### Signal wires on met4

(4 px per µm) Supply wires on this layer in grey.
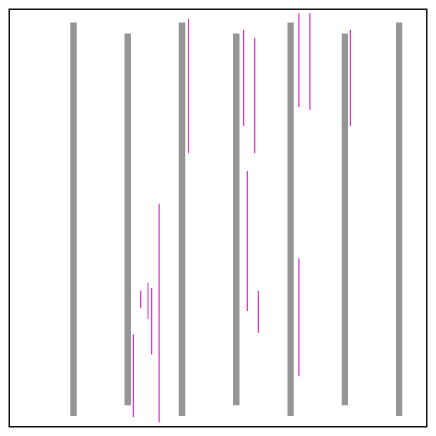
### The metal 1 layer

(6 px per µm) Supply wires on this layer in grey.
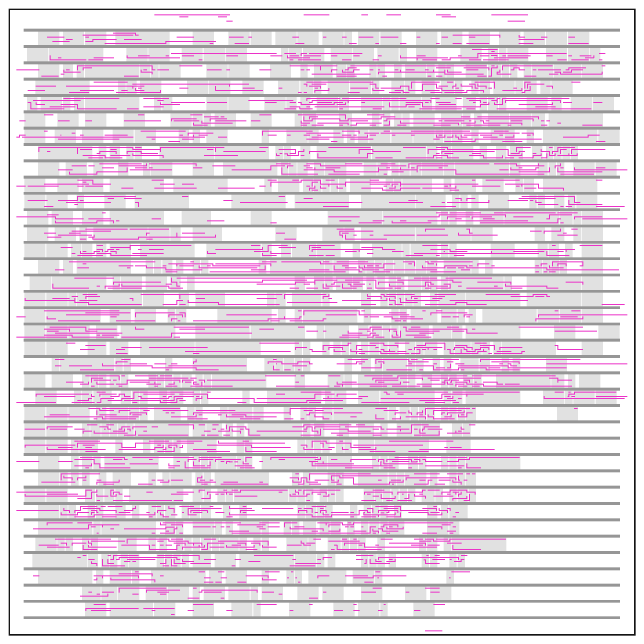
### Routed metal, one colour a layer

(4 px per µm) Two of the layers only.
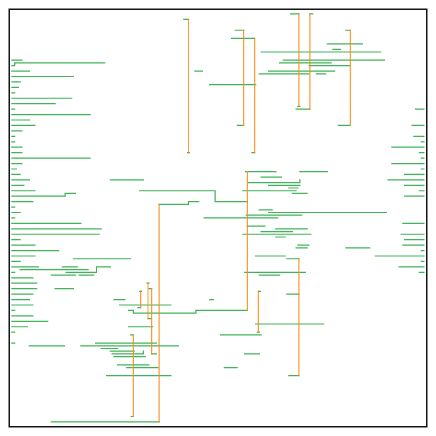
### Where the registers sit

(4 px per µm) Other sequential cells in the stronger grey, the rest of the logic in the fainter grey.
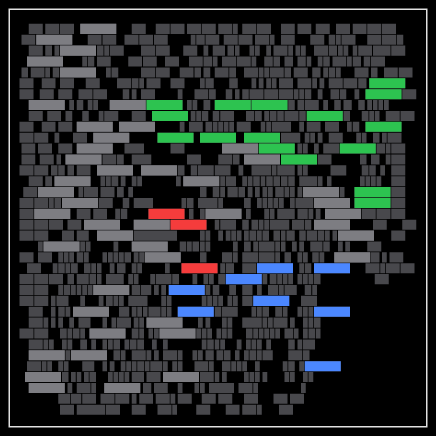
### Track usage over the die

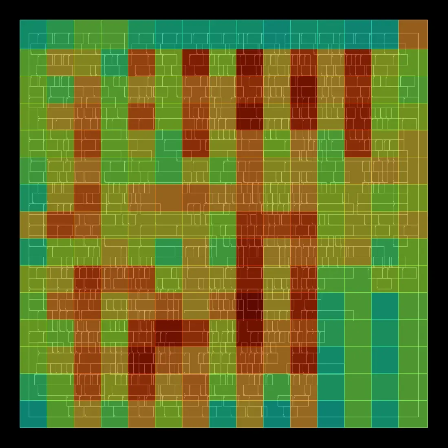
### src/rtl/mem_stage_lsm_pkg.sv
// Shared opcode values, FSM state encoding and opcode-class helpers for the
// memory-access stage.
package mem_stage_lsm_pkg;

    localparam logic [3:0] OP_LW = 4'b0100;
    localparam logic [3:0] OP_SW = 4'b0101;
    localparam logic [3:0] OP_LM = 4'b0110;
    localparam logic [3:0] OP_SM = 4'b0111;

    typedef enum logic [1:0] {
        ST_IDLE   = 2'd0,
        ST_ACCESS = 2'd1,
        ST_MULTI  = 2'd2
    } state_e;

    function automatic logic is_single(input logic [3:0] op);
        return (op == OP_LW) || (op == OP_SW);
    endfunction

    function automatic logic is_multi(input logic [3:0] op);
        return (op == OP_LM) || (op == OP_SM);
    endfunction

endpackage

### src/rtl/mem_stage_lsm_lsb_pick.sv
// Lowest-set-bit priority encoder: index of the lowest 1 in the mask, plus an
// any-bit-set flag.
module lsb_pick #(
    parameter  int NREG  = 8,
    localparam int REG_W = (NREG > 1) ? $clog2(NREG) : 1
) (
    input  logic [NREG-1:0]  i_mask,
    output logic [REG_W-1:0] o_idx,
    output logic             o_any
);

    always_comb begin
        o_idx = '0;
        o_any = |i_mask;
        // Scan downwards so the lowest set bit is the last (winning) write.
        for (int i = NREG - 1; i >= 0; i--) begin
            if (i_mask[i]) begin
                o_idx = REG_W'(i);
            end
        end
    end

endmodule

### src/rtl/mem_stage_lsm.sv
// Memory-access pipeline stage: LW/SW, multi-cycle LM/SM over a register mask,
// req/ack data-memory handshake, store-data forwarding from write-back.
module mem_stage_lsm
    import mem_stage_lsm_pkg::*;
#(
    parameter  int DATA_W = 16,
    parameter  int ADDR_W = 16,
    parameter  int NREG   = 8,
    localparam int REG_W  = $clog2(NREG)
) (
    input  logic              clk,
    input  logic              reset_n,
    input  logic              in_valid,
    output logic              in_ready,
    input  logic [3:0]        in_op,
    input  logic [REG_W-1:0]  in_rega,
    input  logic [NREG-1:0]   in_mask,
    input  logic [ADDR_W-1:0] in_addr,
    input  logic [DATA_W-1:0] in_sdata,
    input  logic [DATA_W-1:0] in_wbdata,
    input  logic [REG_W-1:0]  in_wbreg,
    input  logic              in_wben,
    input  logic              fwd_valid,
    input  logic [REG_W-1:0]  fwd_reg,
    input  logic [DATA_W-1:0] fwd_data,
    output logic [REG_W-1:0]  rf_raddr,
    input  logic [DATA_W-1:0] rf_rdata,
    output logic              mem_req,
    output logic              mem_we,
    output logic [ADDR_W-1:0] mem_addr,
    output logic [DATA_W-1:0] mem_wdata,
    input  logic              mem_ack,
    input  logic [DATA_W-1:0] mem_rdata,
    output logic              out_valid,
    output logic              out_we,
    output logic [REG_W-1:0]  out_reg,
    output logic [DATA_W-1:0] out_data,
    output logic              busy
);

    state_e            r_state;
    state_e            w_state_nxt;

    logic              r_is_load;
    logic [REG_W-1:0]  r_rega;
    logic [NREG-1:0]   r_mask;
    logic [REG_W-1:0]  r_cur;
    logic              r_mem_req;
    logic              r_mem_we;
    logic [ADDR_W-1:0] r_mem_addr;
    logic [DATA_W-1:0] r_mem_wdata;
    logic              r_out_valid;
    logic              r_out_we;
    logic [REG_W-1:0]  r_out_reg;
    logic [DATA_W-1:0] r_out_data;

    logic              w_is_load;
    logic [REG_W-1:0]  w_rega;
    logic [NREG-1:0]   w_mask;
    logic [REG_W-1:0]  w_cur;
    logic              w_mem_req;
    logic              w_mem_we;
    logic [ADDR_W-1:0] w_mem_addr;
    logic [DATA_W-1:0] w_mem_wdata;
    logic              w_out_valid;
    logic              w_out_we;
    logic [REG_W-1:0]  w_out_reg;
    logic [DATA_W-1:0] w_out_data;

    logic [NREG-1:0]   w_pick_mask;
    logic [REG_W-1:0]  w_pick_idx;
    logic              w_pick_any;
    logic [NREG-1:0]   w_rem;
    logic              w_ack;
    logic              w_fwd_hit;

    // The lowest set bit of r_mask is always the register being transferred,
    // so clearing it is just "drop the lowest 1".
    assign w_rem     = r_mask & (r_mask - {{(NREG-1){1'b0}}, 1'b1});
    assign w_ack     = mem_ack && r_mem_req;
    assign w_fwd_hit = fwd_valid && (fwd_reg == in_rega);

    lsb_pick #(
        .NREG(NREG)
    ) u_lsb_pick (
        .i_mask(w_pick_mask),
        .o_idx (w_pick_idx),
        .o_any (w_pick_any)
    );

    // The picker looks at the register the *next* issued transfer will use,
    // so SM store data can be read combinationally and registered with it.
    assign rf_raddr = w_pick_idx;

    always_comb begin
        w_state_nxt = r_state;
        w_is_load   = r_is_load;
        w_rega      = r_rega;
        w_mask      = r_mask;
        w_cur       = r_cur;
        w_mem_req   = r_mem_req;
        w_mem_we    = r_mem_we;
        w_mem_addr  = r_mem_addr;
        w_mem_wdata = r_mem_wdata;
        w_out_valid = 1'b0;
        w_out_we    = 1'b0;
        w_out_reg   = r_out_reg;
        w_out_data  = r_out_data;
        w_pick_mask = '0;

        unique case (r_state)
            ST_IDLE: begin
                w_pick_mask = in_valid ? in_mask : '0;
                if (in_valid) begin
                    if (is_single(in_op)) begin
                        w_state_nxt = ST_ACCESS;
                        w_is_load   = (in_op == OP_LW);
                        w_rega      = in_rega;
                        w_mem_req   = 1'b1;
                        w_mem_we    = (in_op == OP_SW);
                        w_mem_addr  = in_addr;
                        w_mem_wdata = w_fwd_hit ? fwd_data : in_sdata;
                    end else if (is_multi(in_op)) begin
                        if (w_pick_any) begin
                            w_state_nxt = ST_MULTI;
                            w_is_load   = (in_op == OP_LM);
                            w_mask      = in_mask;
                            w_cur       = w_pick_idx;
                            w_mem_req   = 1'b1;
                            w_mem_we    = (in_op == OP_SM);
                            w_mem_addr  = in_addr;
                            w_mem_wdata = rf_rdata;
                        end else begin
                            w_out_valid = 1'b1;
                        end
                    end else begin
                        w_out_valid = 1'b1;
                        w_out_we    = in_wben;
                        w_out_reg   = in_wbreg;
                        w_out_data  = in_wbdata;
                    end
                end
            end

            ST_ACCESS: begin
                if (w_ack) begin
                    w_state_nxt = ST_IDLE;
                    w_mem_req   = 1'b0;
                    w_mem_we    = 1'b0;
                    w_out_valid = 1'b1;
                    w_out_we    = r_is_load;
                    if (r_is_load) begin
                        w_out_reg  = r_rega;
                        w_out_data = mem_rdata;
                    end
                end
            end

            ST_MULTI: begin
                w_pick_mask = w_ack ? w_rem : r_mask;
                if (w_ack) begin
                    w_mask = w_rem;
                    if (r_is_load) begin
                        w_out_valid = 1'b1;
                        w_out_we    = 1'b1;
                        w_out_reg   = r_cur;
                        w_out_data  = mem_rdata;
                    end
                    if (!w_pick_any) begin
                        w_state_nxt = ST_IDLE;
                        w_mem_req   = 1'b0;
                        w_mem_we    = 1'b0;
                        if (!r_is_load) begin
                            w_out_valid = 1'b1;
                        end
                    end else begin
                        w_cur      = w_pick_idx;
                        w_mem_addr = r_mem_addr + {{(ADDR_W-1){1'b0}}, 1'b1};
                        if (!r_is_load) begin
                            w_mem_wdata = rf_rdata;
                        end
                    end
                end
            end

            default: begin
                w_state_nxt = ST_IDLE;
                w_mem_req   = 1'b0;
                w_mem_we    = 1'b0;
            end
        endcase
    end

    always_ff @(posedge clk or negedge reset_n) begin
        if (!reset_n) begin
            r_state <= ST_IDLE;
        end else begin
            r_state <= w_state_nxt;
        end
    end

    always_ff @(posedge clk or negedge reset_n) begin
        if (!reset_n) begin
            r_is_load   <= 1'b0;
            r_rega      <= '0;
            r_mask      <= '0;
            r_cur       <= '0;
            r_mem_req   <= 1'b0;
            r_mem_we    <= 1'b0;
            r_mem_addr  <= '0;
            r_mem_wdata <= '0;
            r_out_valid <= 1'b0;
            r_out_we    <= 1'b0;
            r_out_reg   <= '0;
            r_out_data  <= '0;
        end else begin
            r_is_load   <= w_is_load;
            r_rega      <= w_rega;
            r_mask      <= w_mask;
            r_cur       <= w_cur;
            r_mem_req   <= w_mem_req;
            r_mem_we    <= w_mem_we;
            r_mem_addr  <= w_mem_addr;
            r_mem_wdata <= w_mem_wdata;
            r_out_valid <= w_out_valid;
            r_out_we    <= w_out_we;
            r_out_reg   <= w_out_reg;
            r_out_data  <= w_out_data;
        end
    end

    assign in_ready  = (r_state == ST_IDLE);
    assign busy      = (r_state != ST_IDLE);
    assign mem_req   = r_mem_req;
    assign mem_we    = r_mem_we;
    assign mem_addr  = r_mem_addr;
    assign mem_wdata = r_mem_wdata;
    assign out_valid = r_out_valid;
    assign out_we    = r_out_we;
    assign out_reg   = r_out_reg;
    assign out_data  = r_out_data;

endmodule
### config.mk
export PLATFORM = sky130hd
export DESIGN_NAME = mem_stage_lsm
export DESIGN_NICKNAME = d
export VERILOG_FILES = /design/src/rtl/mem_stage_lsm_pkg.sv /design/src/rtl/mem_stage_lsm_lsb_pick.sv /design/src/rtl/mem_stage_lsm.sv
export SDC_FILE = /design/constraint.sdc
export NUM_CORES = 1
export LEC_CHECK = 0
export ABC_AREA = 1
export CAP_MARGIN = 30
export CORE_MARGIN = 2
export CORE_UTILIZATION = 45
export CTS_BUF_LIST = sky130_fd_sc_hd__clkbuf_8
export DETAILED_ROUTE_END_ITERATION = 12
export GPL_TIMING_DRIVEN = 0
export PLACE_DENSITY = 0.87
export SLEW_MARGIN = 30
export SYNTH_ARGS = -nofsm -noshare
export SYNTH_HDL_FRONTEND = slang
export SYNTH_SLANG_ARGS = --single-unit
### constraint.sdc
create_clock -name clk -period 5.9 [get_ports clk]
set_input_delay 0.885 -clock clk [delete_from_list [all_inputs] [get_ports clk]]
set_output_delay 0.885 -clock clk [all_outputs]
set_load 0.1 [all_outputs]
==> impl_summary.log <==
[flow] summary of implementation run
[metrics] Syn Nets: 762
[metrics] most numerous logic cells after layout: 225 x sky130_fd_sc_hd__nand2_1, 181 x sky130_fd_sc_hd__clkdlybuf4s50_1, 72 x sky130_fd_sc_hd__dfrtp_1
[metrics] TritonCTS clock tree: yes
[metrics] Routed Wire Length: 14.5 mm
[metrics] Period Utilization, post-route: around three quarters
[metrics] Worst R2R End: mem_addr[14]
[metrics] top cell type by instance count after synthesis: sky130_fd_sc_hd__nand2_1
[metrics] antenna-violating nets left: 0
[metrics] max-cap viol count: 0
[metrics] top cells by instance count after synthesis: 225 x sky130_fd_sc_hd__nand2_1, 72 x sky130_fd_sc_hd__dfrtp_1, 62 x sky130_fd_sc_hd__nand3_1, 62 x sky130_fd_sc_hd__nor2_1, 42 x sky130_fd_sc_hd__inv_1
[metrics] worst setup skew after layout: 0.0108 ns
[metrics] detailed-routing iteration count for the pre-antenna-repair pass: 7
[metrics] count of cell types in the netlist: 37
[metrics] crit path from: in_valid
[metrics] post-synth tally of flip-flops with integrated enable: 0
[metrics] CP Capture Type: output pin
[metrics] FF-to-FF Start: r_state[0]
[metrics] final estimated routing congestion in global placement: about 0.94
[metrics] clock latency on the worst-skew pair: 0.34 ns
[metrics] register-to-register path setup slack: ~3.2 ns
[metrics] layout net count: between 900 and 1000
[metrics] post-synthesis sequential area ratio: 40.0%
[metrics] signed area change from the synthesized netlist to the final layout: 48.9%
[metrics] worst-margin pin slew: just over 1 ns
[metrics] Filler Cells Inserted: ~800
[metrics] height of the chip: 104 µm
[metrics] count of tool warnings: 29
[metrics] drc violations: 0
[metrics] via count of the first global-routing pass: around 4900
[metrics] Worst Path Required: ~5.0 ns
[metrics] Final Max Tran Viols: 0
[metrics] Async S/R FF share, synth: 100%
[metrics] Init Core Util: between 40 and 50%
[metrics] Min-Delay Path Class: primary input to asynchronous set/reset pin
[metrics] post-CTS repair timing setup buffer count: 0
[metrics] worst slew slack as a fraction of its limit: between 30% and 40%
[metrics] cell count in the Yosys report: between 600 and 700
[metrics] Worst Setup EP: rf_raddr[0]
[metrics] number of I/O pins: about 180
[metrics] DP HPWL: around 11 mm
[metrics] yosys synthesis chip area: 4500 µm²
[metrics] pin count of the biggest net entering global routing: approximately 43
[metrics] flop and latch count out of synthesis: 72
[metrics] shortest clock period the worst path allows after layout: about 4.5 ns
[metrics] root cell of the clock tree: sky130_fd_sc_hd__clkbuf_8
[metrics] type of the setup path with the least slack: primary input to output pin
[metrics] number of rows created at floorplan: 36
[metrics] RSZ-0062 raised after global routing: no
[metrics] grt total ovfl: 0
[metrics] average routed wire per standard cell: about 15 µm
[metrics] number of cells on the worst reg-to-reg path: 13
[metrics] CTS hold repair buffers: 0
[metrics] Final Hold Viols: 0
[metrics] wire length of the first global-routing pass: approximately 24 mm
[metrics] achievable frequency: between 0.2 and 0.25 GHz
[metrics] CTS sink count: between 70 and 80
[metrics] cell count after synthesis: between 600 and 700
[metrics] DRC marker count from the first detailed-route iteration: around 300
[metrics] cell area after placement: about 6500 µm²
[metrics] syn avg cell area: 7.10 µm²
[metrics] Top cell excl fill/tap: sky130_fd_sc_hd__nand2_1
[metrics] area of all placed cells without fillers: ~6700 µm²
[metrics] Worst-path clk slew: around 0.080 ns
[metrics] cell types with the largest area share after synthesis: sky130_fd_sc_hd__dfrtp_1 40%, sky130_fd_sc_hd__nand2_1 19%, sky130_fd_sc_hd__nand3_1 6.9%
[metrics] count of input and output buffers: roughly 180
[metrics] Horiz. Die Dim: roughly 100 µm
[metrics] maximum net fanout on the critical path: 7
[metrics] buffer levels on the longest clock path: 2
[metrics] WP data arrival: about 3.6 ns
[metrics] tightest hold margin: roughly 0.46 ns
[metrics] number of failing setup endpoints in the final timing report: 0
[metrics] run status: finished clean
[metrics] Diodes inserted: 0
[metrics] number of buffers inserted during clock tree synthesis: 9
[metrics] detailed-route via count: between 5000 and 6000
[metrics] library cell with the largest summed area after synthesis: sky130_fd_sc_hd__dfrtp_1
[metrics] Critical Path Source Type: primary input
[metrics] number of synthesis warnings: 0
[metrics] Die Footprint: about 11000 µm²
[metrics] via-per-instance ratio: between 5 and 6
[metrics] Fin Setup TNS: 0 ns
[metrics] CTS H-tree lvls: 3
[metrics] netlist area before placement: approximately 4500 µm²
[metrics] area of the core region: 9730 µm²
[metrics] proportion of layout cells with a drive suffix above 1: between 6 and 7%
[metrics] most used flip-flop cell after synthesis: sky130_fd_sc_hd__dfrtp_1
[metrics] Gates resized, CTS repair: 0
[metrics] Dominant cell area share: 40.0%
[metrics] antenna violations before repair: 0
## Picture notes: 'Signal wires on met4'
longest straight run = 54.4 µm
share of all routed wire = 2.3%

## Picture notes: 'The metal 1 layer'
wire length on this layer = 5930 µm
longest straight run = 37.3 µm
main direction = horizontal

## Picture notes: 'Routed metal, one colour a layer'
green -> metal 3  # wire length 1130 µm
orange -> metal 4  # wire length 335 µm

## Picture notes: 'Where the registers sit'
green -> mem_wdata  # placed flops 16
red -> r_cur  # placed flops 3
blue -> r_mask  # placed flops 8

## Picture notes: 'Track usage over the die'
global routing usage on met2: 46.3%
Overall Global Routing Usage: 26.7%

-- critical path: stages --
cell	delay [ns]
sky130_fd_sc_hd__clkdlybuf4s50_1	0.54
sky130_fd_sc_hd__nand2_2	0.15
sky130_fd_sc_hd__inv_2	0.19
sky130_fd_sc_hd__nand2_1	0.06
sky130_fd_sc_hd__nand2_1	0.11
sky130_fd_sc_hd__nand2_1	0.07
sky130_fd_sc_hd__nand2_1	0.05
sky130_fd_sc_hd__nand2_1	0.05
sky130_fd_sc_hd__nand2_1	0.05
sky130_fd_sc_hd__nand2_1	0.07
sky130_fd_sc_hd__a21oi_1	0.20
sky130_fd_sc_hd__clkdlybuf4s50_1	1.17
-- stage by stage --
stage	setup WS (ns)	util [%]	cells
floorplan	1.39	-	634
global placement	1.45	66.7	949
detailed placement	1.44	66.9	950
CTS	1.44	68.9	965
global route	1.29	68.9	965
finish	1.42	68.9	965
-- kinds of logic (layout without fill, tap and decap cells) --
kind of cell,after synthesis,after routing,synth area share [%]
AND-OR/OR-AND,82,82,10.5
XOR/XNOR,11,11,2.14
adder cells (fa/ha/maj),5,5,1.39
buffers and inverters,72,270,6.59
flip-flops,72,72,40.0
multiplexers,18,18,4.06
AND/OR/NAND/NOR,374,374,35.3
-- layout make-up --
cell class	instances	area [µm²]	area share, %
plain buffers	25	115	1.72
clock buffers	10	138	2.05
well taps	133	166	2.48
multi-input cells	490	2400	35.8
flip-flops and latches	72	1800	26.9
inverters	47	181	2.71
clock inverters	5	57.6	0.859
repair buffers	183	1840	27.4
-- layer usage --
layer	up-vias	global-route usage (%)	routed length [µm]
met4	0	8.40	334
li1	2440	-	-
met1	2345	33.9	5930
met5	-	0	0
met3	31	4.76	1130
met2	233	46.3	7130
